**src/rtl/ir_hold_timer.sv**
```systemverilog
// rtl/ir_hold_timer.sv - loadable down-counter; expired is high whenever the count sits at zero
module ir_hold_timer #(
    parameter int HOLD_CYC = 3_000_000
) (
    input  logic clk,
    input  logic rst_n,
    input  logic load,
    output logic expired
);

    localparam int W = $clog2(HOLD_CYC + 1);
    localparam logic [W-1:0] RELOAD = W'(HOLD_CYC);

    logic [W-1:0] count;

    // A load takes priority over the decrement so a refresh always restarts the full window.
    always_ff @(posedge clk or negedge rst_n) begin
        if (!rst_n) begin
            count <= '0;
        end else if (load) begin
            count <= RELOAD;
        end else if (count != '0) begin
            count <= count - 1'b1;
        end
    end

    assign expired = (count == '0);

endmodule

```
**config.mk**
```make
export PLATFORM = sky130hd
export DESIGN_NAME = ir_hold_timer
export DESIGN_NICKNAME = d
export VERILOG_FILES = /design/src/rtl/ir_hold_timer.sv
export SDC_FILE = /design/constraint.sdc
export NUM_CORES = 1
export LEC_CHECK = 0
export ABC_AREA = 1
export CAP_MARGIN = 25
export CORE_MARGIN = 2
export CORE_UTILIZATION = 37
export DETAILED_ROUTE_END_ITERATION = 7
export PLACE_DENSITY = 0.51
export RECOVER_POWER = 100
export SLEW_MARGIN = 20
export SYNTH_ARGS = -nofsm -noshare
export SYNTH_HDL_FRONTEND = slang
export SYNTH_SLANG_ARGS = --single-unit
export TNS_END_PERCENT = 30
```
**constraint.sdc**
```tcl
create_clock -name clk -period 2.27 [get_ports clk]
set_clock_uncertainty 0.15 [all_clocks]
set_input_delay 0.454 -clock clk [delete_from_list [all_inputs] [get_ports clk]]
set_output_delay 0.454 -clock clk [all_outputs]
set_load 0.01 [all_outputs]
```
==> COMMIT_EDITMSG <==
Store results of the implementation flow

* Max Used Layer: met4
- Number of nets in the layout: ~210
* Longest Clk Path Bufs: 2
- 4 I/O pins were placed.
- Commonest register cell after synthesis: dfrtp_1
- The arrival time of data at the worst endpoint is listed as 1.51 ns.
- Count of buffer and inverter cells on the critical path: 2
* End of the critical path: expired
- Per report_power, the combinational group accounts for 13.9% of the total.
- From bottom edge to top edge, the die measures between 60 and 70 um.
- According to the timing report, the data required time at the worst endpoint equals approximately 1.7 ns.
* Comb_multi_in: between 100 and 150
* Sequential power: ~0.43 mW
- Worst reg2reg path depth: 8
* Count of inserted tapcells: approximately 48
- The script computed the net switching share of total power as around a quarter.
* Worst R2R End: count[8]$_DFFE_PN0P_
* Fin crit share: between 90 and 100%
* Tool warnings: 26
- Per the OpenROAD power report, switching power amounts to around 0.23 mW.
* Dominant kind of combinational cell: simple AND/OR/NAND/NOR gates
* Clock network fraction of total power: 39.9%
- Fraction of the core area occupied by cells at floorplan: 38.20%
- Synthesis produced a netlist with a net count of approximately 200.
- Row cnt: 22
- Synthesized instance count: about 190
- Internal power: approximately 0.69 mW
- Looking at the group totals, the largest power group turns out to be registers.
- Final hold analysis gives a worst-case slack of 0.3973 ns.
- Number of vias after detailed routing: approximately 1300
* Run status: finished clean
- Area of the placeable core: between 3000 and 4000 um2
- Among the stages of the critical path, the cell type that occurs most often is nor2_4.
- Final hold violation count: 0
* CP Launch Point: count[1]$_DFFE_PN0P_
- Number of antenna violations at the first check in global routing: 0
* Type of the tightest min-delay check: reg2reg
- Hold Crit Start: count[21]$_DFFE_PN0P_
- Cell with the most instances after synthesis: nand2_1
- Full die area: 4227 um2
- The final report lists a non-filler cell total of 253.
* Number of instances on the worst hold path: 2
- According to the cell report, flip-flops and latches in the layout number 22.
* Async SR Flop Fraction: 100.0%
* Die width: between 60 and 70 um
- Commonest cells in the synthesized netlist: nand2_1 (41), nor2_1 (37), inv_1 (23)
* Number of buffers inserted by port buffering: 3
* Standby leakage power: roughly 0.8 nW
* Comb power: 0.128 mW
- Crit-path max cell delay: approximately 0.4 ns
- Endpoints failing setup: 0
* Total count of max-transition violations in the final report: 0
- For this design, Yosys synthesis ends with a cell count of ~190.
- After Yosys synthesis, AND-OR and OR-AND compound gates account for between 5 and 6% of the synthesized area.
- Seq. cell area: approximately 550 um2
- The report counts max-capacitance violations totalling 0.
- CTS Hold Bufs: 0
- Total power draw: about 0.93 mW
* Family of cells with the greatest summed delay on the critical path: simple AND/OR/NAND/NOR gates
- Summed standard-cell area reported by yosys: 1378 um2
- CTS tree: yes
- Insertion delay to the later sink of the worst-skew pair: 0.27 ns
* Number of detailed-routing iterations run before antenna repair: 4
- Per the cell usage report, the commonest logic cell in the layout is nand2_1.
- In this run the tightest slew margin relative to its limit is 19.35%.
- After global routing the overflow that remains totals 0.
- Kind of end point of the critical path: output pin
* Remaining routing DRC violations: 0
- The critical path crosses 7 cells after its start point.
- Initial DRC count: approximately 78
- Register clock-pin slew on the reported worst setup and hold paths: 0.09 ns
- Worst ir drop on vdd: between 0.0002 and 0.0003 V
* Met1 Routed Length: ~1600 um
- After Yosys synthesis, XOR and XNOR cells account for around 1.3% of the synthesized area.
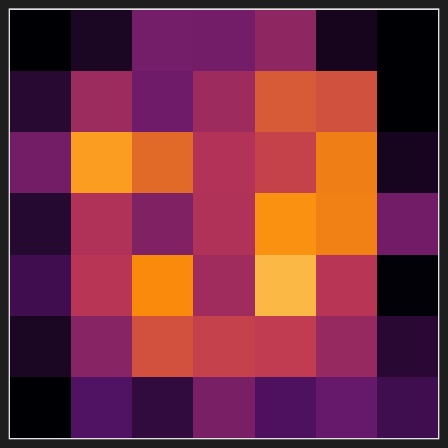
Fig. 1. Placement density heat map.
The die is cut into 7 by 7 equal tiles; black is low, pale yellow is high, 0 to 100% covered.
The densest ninth of the die: center. The mean over all tiles is 35%. 10% of the tiles are nearly empty. 6.1% of the tiles are over 75% full.

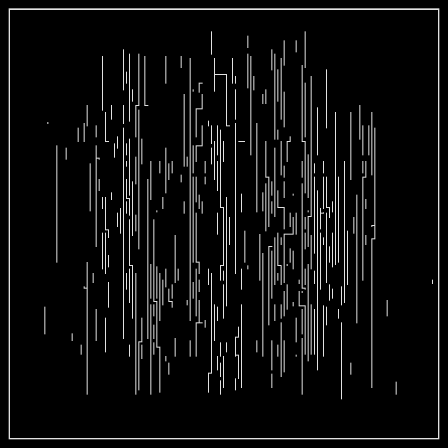
Fig. 2. Signal wires on met2.
The layer carries 1540 um of wire. The longest straight run is 39.8 um. The wires run mostly vertical. 175 nets have wire on it.

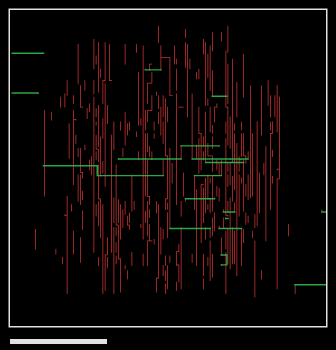
Fig. 3. Signal wires by layer.
Scale bar: 20 um. Two of the layers only.
Key: metal 2 = red [wire length 1540 um]; metal 3 = green [wire length 123 um]

Power is estimated from default activity; no workload was simulated.
